===== src/rtl/spm_port_arbiter_pkg.sv =====
// spm_port_arbiter_pkg: pipeline-wide func3 codes, arbiter FSM encoding and access width helper
package spm_port_arbiter_pkg;
    localparam logic [2:0] F3_B  = 3'b000;
    localparam logic [2:0] F3_H  = 3'b001;
    localparam logic [2:0] F3_W  = 3'b010;
    localparam logic [2:0] F3_BU = 3'b100;
    localparam logic [2:0] F3_HU = 3'b101;
    localparam logic [1:0] IDLE  = 2'd0;
    localparam logic [1:0] SRV_I = 2'd1;
    localparam logic [1:0] SRV_D = 2'd2;
    function automatic logic [2:0] access_width(input logic [2:0] func3);
        return func3[1:0] == 2'b00 ? 3'd1 : func3[1:0] == 2'b01 ? 3'd2 : 3'd4;
    endfunction
endpackage


===== src/rtl/spm_port_arbiter_if.sv =====
// spm_port_arbiter_if: fetch, data and memory-side signals of the shared scratchpad port
interface spm_port_arbiter_if;
    logic        if_req;
    logic [31:0] if_addr;
    logic        if_gnt;
    logic        if_rvalid;
    logic [31:0] if_rdata;
    logic        d_req;
    logic        d_we;
    logic [2:0]  d_func3;
    logic [31:0] d_addr;
    logic [31:0] d_wdata;
    logic        d_gnt;
    logic        d_rvalid;
    logic [31:0] d_rdata;
    logic        d_err;
    logic        mem_isel;
    logic [31:0] mem_addr;
    logic        mem_read;
    logic        mem_write;
    logic [2:0]  mem_func3;
    logic [31:0] mem_wdata;
    logic [31:0] mem_rdata;
    modport slave (
        input  if_req, if_addr, d_req, d_we, d_func3, d_addr, d_wdata, mem_rdata,
        output if_gnt, if_rvalid, if_rdata, d_gnt, d_rvalid, d_rdata, d_err,
               mem_isel, mem_addr, mem_read, mem_write, mem_func3, mem_wdata
    );
    modport master (
        output if_req, if_addr, d_req, d_we, d_func3, d_addr, d_wdata, mem_rdata,
        input  if_gnt, if_rvalid, if_rdata, d_gnt, d_rvalid, d_rdata, d_err,
               mem_isel, mem_addr, mem_read, mem_write, mem_func3, mem_wdata
    );
endinterface


===== src/rtl/spm_access_check.sv =====
// spm_access_check: decides whether a data request has a usable func3, alignment and range
module spm_access_check import spm_port_arbiter_pkg::*; #(
    parameter int MEM_BYTES = 1024
) (
    input  logic [2:0]  func3,
    input  logic        we,
    input  logic [31:0] addr,
    output logic        legal
);
    logic        f3_ok;
    logic        aligned;
    logic [32:0] end_addr;
    // stores only take signed widths; range end is 33-bit so a high offset cannot wrap into range
    always_comb begin
        f3_ok    = func3 == F3_B || func3 == F3_H || func3 == F3_W || (!we && (func3 == F3_BU || func3 == F3_HU));
        aligned  = func3[1:0] == 2'b00 || (func3[1:0] == 2'b01 ? !addr[0] : addr[1:0] == 2'b00);
        end_addr = {1'b0, addr} + {30'd0, access_width(func3)};
        legal    = f3_ok && aligned && end_addr <= 33'(MEM_BYTES / 2);
    end
endmodule


===== src/rtl/spm_port_arbiter.sv =====
// spm_port_arbiter: schedules fetch and data accesses onto the single-ported unified memory
module spm_port_arbiter import spm_port_arbiter_pkg::*; #(
    parameter int MEM_BYTES    = 1024,
    parameter int MAX_D_STREAK = 3
) (
    input  logic clk,
    input  logic rst,
    spm_port_arbiter_if.slave bus
);
    localparam int SW = $clog2(MAX_D_STREAK + 1);
    logic          legal;
    logic          d_take;
    logic          d_access;
    logic          d_load;
    logic          d_bad;
    logic [1:0]    state;
    logic [SW-1:0] streak;

    spm_access_check #(.MEM_BYTES(MEM_BYTES)) u_check (
        .func3 (bus.d_func3),
        .we    (bus.d_we),
        .addr  (bus.d_addr),
        .legal (legal)
    );

    // data wins the slot unless a waiting fetch has already been passed over MAX_D_STREAK times
    always_comb begin
        d_take        = !rst && bus.d_req && (!bus.if_req || streak < SW'(MAX_D_STREAK));
        d_access      = d_take && legal;
        bus.d_gnt     = d_take;
        bus.if_gnt    = !rst && bus.if_req && !d_take;
        bus.mem_isel  = !d_access;
        bus.mem_addr  = d_access ? bus.d_addr : bus.if_addr;
        bus.mem_read  = d_access && !bus.d_we;
        bus.mem_write = d_access && bus.d_we;
        bus.mem_func3 = bus.d_func3;
        bus.mem_wdata = bus.d_wdata;
        bus.if_rvalid = !rst && state == SRV_I;
        bus.d_rvalid  = !rst && state == SRV_D && d_load;
        bus.d_err     = !rst && state == SRV_D && d_bad;
    end

    // state follows the grant; read data is captured at the end of the grant cycle
    always_ff @(posedge clk) begin
        if (rst) begin
            state       <= IDLE;
            streak      <= '0;
            d_load      <= 1'b0;
            d_bad       <= 1'b0;
            bus.if_rdata <= '0;
            bus.d_rdata  <= '0;
        end else begin
            state  <= d_take ? SRV_D : bus.if_gnt ? SRV_I : IDLE;
            streak <= (!bus.if_req || bus.if_gnt) ? '0 :
                      (d_take && streak < SW'(MAX_D_STREAK)) ? streak + 1'b1 : streak;
            d_load <= d_access && !bus.d_we;
            d_bad  <= d_take && !legal;
            if (bus.if_gnt) bus.if_rdata <= bus.mem_rdata;
            if (d_access && !bus.d_we) bus.d_rdata <= bus.mem_rdata;
        end
    end
endmodule


===== src/flat_wrapper.sv =====
// flat-port wrapper written by rule: the top's interface ports become plain ports
module spm_port_arbiter_flat import spm_port_arbiter_pkg::*;
#(
    parameter int MEM_BYTES    = 1024,
    parameter int MAX_D_STREAK = 3
)
  (clk, rst, bus_if_req, bus_if_addr, bus_d_req, bus_d_we, bus_d_func3, bus_d_addr, bus_d_wdata, bus_mem_rdata, bus_if_gnt, bus_if_rvalid, bus_if_rdata, bus_d_gnt, bus_d_rvalid, bus_d_rdata, bus_d_err, bus_mem_isel, bus_mem_addr, bus_mem_read, bus_mem_write, bus_mem_func3, bus_mem_wdata);
  spm_port_arbiter_if bus_i ();
  input  logic clk;
  input  logic rst;
  input wire logic [$bits(bus_i.if_req)-1:0] bus_if_req;
  input wire logic [$bits(bus_i.if_addr)-1:0] bus_if_addr;
  input wire logic [$bits(bus_i.d_req)-1:0] bus_d_req;
  input wire logic [$bits(bus_i.d_we)-1:0] bus_d_we;
  input wire logic [$bits(bus_i.d_func3)-1:0] bus_d_func3;
  input wire logic [$bits(bus_i.d_addr)-1:0] bus_d_addr;
  input wire logic [$bits(bus_i.d_wdata)-1:0] bus_d_wdata;
  input wire logic [$bits(bus_i.mem_rdata)-1:0] bus_mem_rdata;
  output wire logic [$bits(bus_i.if_gnt)-1:0] bus_if_gnt;
  output wire logic [$bits(bus_i.if_rvalid)-1:0] bus_if_rvalid;
  output wire logic [$bits(bus_i.if_rdata)-1:0] bus_if_rdata;
  output wire logic [$bits(bus_i.d_gnt)-1:0] bus_d_gnt;
  output wire logic [$bits(bus_i.d_rvalid)-1:0] bus_d_rvalid;
  output wire logic [$bits(bus_i.d_rdata)-1:0] bus_d_rdata;
  output wire logic [$bits(bus_i.d_err)-1:0] bus_d_err;
  output wire logic [$bits(bus_i.mem_isel)-1:0] bus_mem_isel;
  output wire logic [$bits(bus_i.mem_addr)-1:0] bus_mem_addr;
  output wire logic [$bits(bus_i.mem_read)-1:0] bus_mem_read;
  output wire logic [$bits(bus_i.mem_write)-1:0] bus_mem_write;
  output wire logic [$bits(bus_i.mem_func3)-1:0] bus_mem_func3;
  output wire logic [$bits(bus_i.mem_wdata)-1:0] bus_mem_wdata;
  assign bus_i.if_req = bus_if_req;
  assign bus_i.if_addr = bus_if_addr;
  assign bus_i.d_req = bus_d_req;
  assign bus_i.d_we = bus_d_we;
  assign bus_i.d_func3 = bus_d_func3;
  assign bus_i.d_addr = bus_d_addr;
  assign bus_i.d_wdata = bus_d_wdata;
  assign bus_i.mem_rdata = bus_mem_rdata;
  assign bus_if_gnt = bus_i.if_gnt;
  assign bus_if_rvalid = bus_i.if_rvalid;
  assign bus_if_rdata = bus_i.if_rdata;
  assign bus_d_gnt = bus_i.d_gnt;
  assign bus_d_rvalid = bus_i.d_rvalid;
  assign bus_d_rdata = bus_i.d_rdata;
  assign bus_d_err = bus_i.d_err;
  assign bus_mem_isel = bus_i.mem_isel;
  assign bus_mem_addr = bus_i.mem_addr;
  assign bus_mem_read = bus_i.mem_read;
  assign bus_mem_write = bus_i.mem_write;
  assign bus_mem_func3 = bus_i.mem_func3;
  assign bus_mem_wdata = bus_i.mem_wdata;
  spm_port_arbiter #(.MEM_BYTES(MEM_BYTES), .MAX_D_STREAK(MAX_D_STREAK)) u_core (.clk(clk), .rst(rst), .bus(bus_i));
endmodule

===== config.mk =====
export PLATFORM = sky130hd
export DESIGN_NAME = spm_port_arbiter_flat
export DESIGN_NICKNAME = d
export VERILOG_FILES = /design/src/rtl/spm_port_arbiter_pkg.sv /design/src/rtl/spm_port_arbiter_if.sv /design/src/rtl/spm_access_check.sv /design/src/rtl/spm_port_arbiter.sv /design/src/flat_wrapper.sv
export SDC_FILE = /design/constraint.sdc
export NUM_CORES = 1
export LEC_CHECK = 0
export CAP_MARGIN = 20
export CORE_MARGIN = 3
export CORE_UTILIZATION = 30
export CTS_BUF_LIST = sky130_fd_sc_hd__clkbuf_4 sky130_fd_sc_hd__clkbuf_8
export CTS_CLUSTER_DIAMETER = 50
export DETAILED_ROUTE_END_ITERATION = 16
export PLACE_DENSITY = 0.69
export SLEW_MARGIN = 20
export SYNTH_ARGS = -nofsm -noshare
export SYNTH_HDL_FRONTEND = slang
export SYNTH_SLANG_ARGS = --single-unit

===== constraint.sdc =====
create_clock -name clk -period 5.67 [get_ports clk]
set_input_delay 1.134 -clock clk [delete_from_list [all_inputs] [get_ports clk]]
set_output_delay 1.134 -clock clk [all_outputs]
set_load 0.05 [all_outputs]

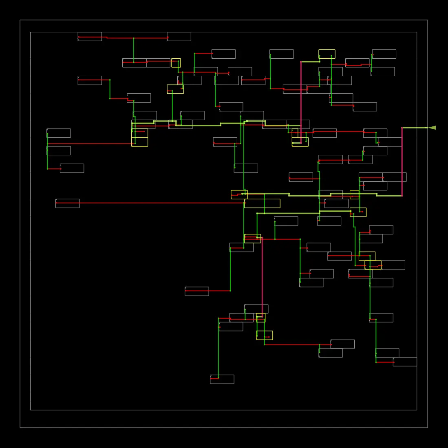
*Clock routing*
clk_lat worst skew: 0.35 ns
power drawn by the clock network: 423 µW
sequential cell count of the final layout: 70

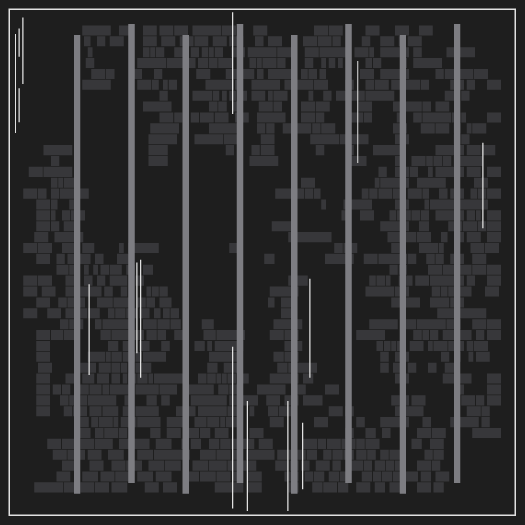
*The metal 4 layer*
(4 px per µm) Supply wires on this layer in grey. Cells faint in the background.
longest straight run	40.1 µm
share of all routed wire	2.5%
main direction	vertical
nets with wire on the layer	14
wire length on this layer	337 µm
overall via count from detail_route: 4195
wire length after detailed routing: 13.4 mm

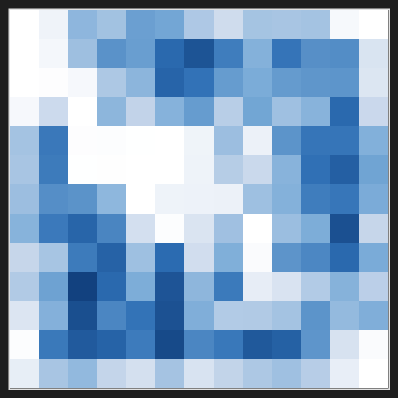
*Cell area per tile*
(3 px per µm) The die is cut into 13 by 13 equal tiles; white is low, dark blue is high, 0 to 100% covered.
nearly empty tiles	11%
mean over tiles	41%
fullest tile	93%
tiles over 75% full	12%
emptiest ninth of the die	centre

==> run summary <==
Implementation run completed; key figures follow.

Outcome:
- The run finished with clean final reports.

Routing:
- Dividing the detail-routed via count by the number of cells gives 4.86.
- The run gives the wire length per cell as 15.5 µm.
- The run puts the DRC violations left at 0.

Power:
- The largest part of the power goes to sequential cells.
- The run gives the power density over the cells as 188 nW/µm².
- The run puts the proportion of power drawn by combinational gates at 26.5%.

Setup path:
- The run gives the critical path depth as 12.
- The number of buffers and inverters on the critical path is 4.
- Looking at the reg2reg group, the worst path starts from u_core.streak[0]$_SDFFE_PP0P_.
- In this design, the largest share of critical-path delay is due to simple AND/OR/NAND/NOR gates.
- The run gives the flop-to-flop setup slack as 3.50 ns.
- For the worst reg-to-reg path, the endpoint reported by OpenROAD is u_core.bus.d_rdata[20]$_SDFFE_PP0P_.
- For reference, the most critical setup path is categorized as in -> out.

Layout:
- The final antenna diode tally reported by the flow is 0.
- The run puts the fill cell total of the finished layout at 1339.
- The run gives the count of nets after finishing as 819.
- In the layout the commonest cells are sky130_fd_sc_hd__clkdlybuf4s50_1, sky130_fd_sc_hd__nand2b_1, sky130_fd_sc_hd__dfxtp_1.
- The run puts the area overhead of the layout relative to synthesis at 55.8%.
- The run puts the final instance count without filler cells at 863.
- The run puts the share of post-route cells with drive strength above 1 at 15.1%.

Floorplanning:
- The run gives the number of primary I/O pins as 275.
- The run puts the count of standard-cell rows at 43.
- The run puts the die height at 126 µm.

Logic synthesis:
- The run gives the post-synthesis chip area from yosys as 4330 µm².
- The run puts the area share of fa/ha/maj cells after synthesis at 1.62%.
- The run puts the number of distinct library cell variants in the gate-level netlist after synthesis at 61.
- The run gives the most used flip-flop cell after synthesis as sky130_fd_sc_hd__dfxtp_1.
- For reference, the post-synthesis area per instance comes to 8.64 µm².
- For reference, compound AND-OR and OR-AND cells occupy 9.07% of the area reported after synthesis.

Job:
- The run gives the number of violations of the max-capacitance limit as 0.

Clock network:
- Per the TritonCTS log, the buffer count is 9.
- The run puts the H-tree depth at 3.

Timing:
- Setup repair after global routing left no endpoint under its margin.
- Endpoints failing hold in the final report were tallied at 0.

Placement:
- The final weighted congestion recorded by global placement is 0.854.
- In this run the tool buffered the top-level ports with 210 buffer cells.

Global routing:
- The run gives the largest net degree at the start of global routing as 100.
- The run puts the initial antenna violation count at 0.

Worst hold path:
- Note that the worst hold path type here is reg -> reg.
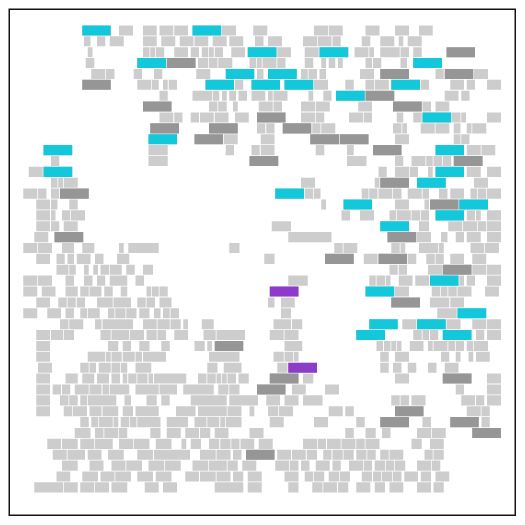
*Where the registers sit*
(4 px per µm)
colour	netlist name	flops
purple	u_core.streak	2
cyan	u_core.bus.if_rdata	32
not coloured	36
FF+latch area: 1400 µm²
Power Sequential: 512 µW

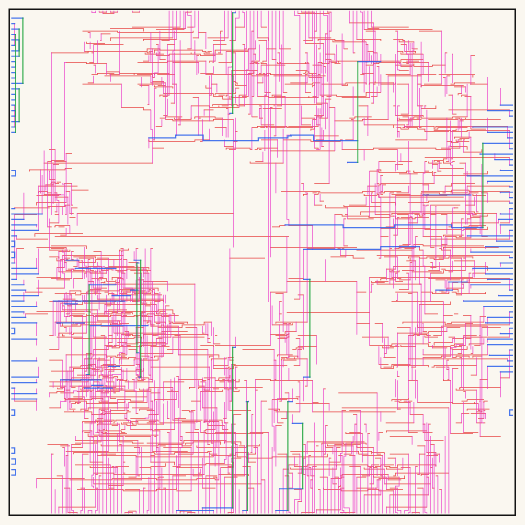
*Wiring by layer*
(4 px per µm)
colour	layer	wire length
green	metal 4	337 µm
red	metal 1	5740 µm
magenta	metal 2	6590 µm
blue	metal 3	697 µm

[routing by layer]
layer  up-vias  part of all wire (%)  track usage (%)
li1       2055                     -                -
met1      1969                    43             20.3
met3        31                   5.2             3.48
met5         -                     0                0
met2       140                    49             26.2
met4         0                   2.5             6.44
[cell type report]
type                    count  area [µm²]  area share [%]
multi-input cells         362        2620            38.8
repair buffers            229        2270            33.7
flip-flops and latches     70        1400            20.8
well taps                 180         225            3.34
clock buffers              13         166            2.47
clock inverters             3        42.5           0.630
inverters                   6        22.5           0.334
[what timing repair did]
| item | CTS | global route |
|---|---|---|
| endpoints found under the setup margin | 10 | 34 |
| gates resized | 1 | 31 |
| setup buffers | 0 | 1 |
| gates cloned | 0 | 1 |
| pin swaps | 0 | 4 |
[synthesized netlist by cell type (6+ instances only)]
cell type,count
sky130_fd_sc_hd__and3_1,6
sky130_fd_sc_hd__xnor2_1,6
sky130_fd_sc_hd__nand2_1,38
sky130_fd_sc_hd__mux2_1,8
sky130_fd_sc_hd__o21ai_0,36
sky130_fd_sc_hd__inv_1,6
sky130_fd_sc_hd__nor4_1,6
sky130_fd_sc_hd__nor2b_1,25
sky130_fd_sc_hd__clkbuf_1,19
sky130_fd_sc_hd__dfxtp_1,70
sky130_fd_sc_hd__nand4_1,13
sky130_fd_sc_hd__and2_1,6
sky130_fd_sc_hd__nand3_1,7
sky130_fd_sc_hd__mux2i_1,33
sky130_fd_sc_hd__buf_4,36
sky130_fd_sc_hd__nand2b_1,99
[state kept, by name, summed over array words and instances (netlist names)]
register and cells:
u_core.d_bad 1, u_core.state 2, u_core.d_load 1, u_core.bus.d_rdata 32
u_core.bus.if_rdata 32, u_core.streak 2
Power is estimated from default activity; no workload was simulated.
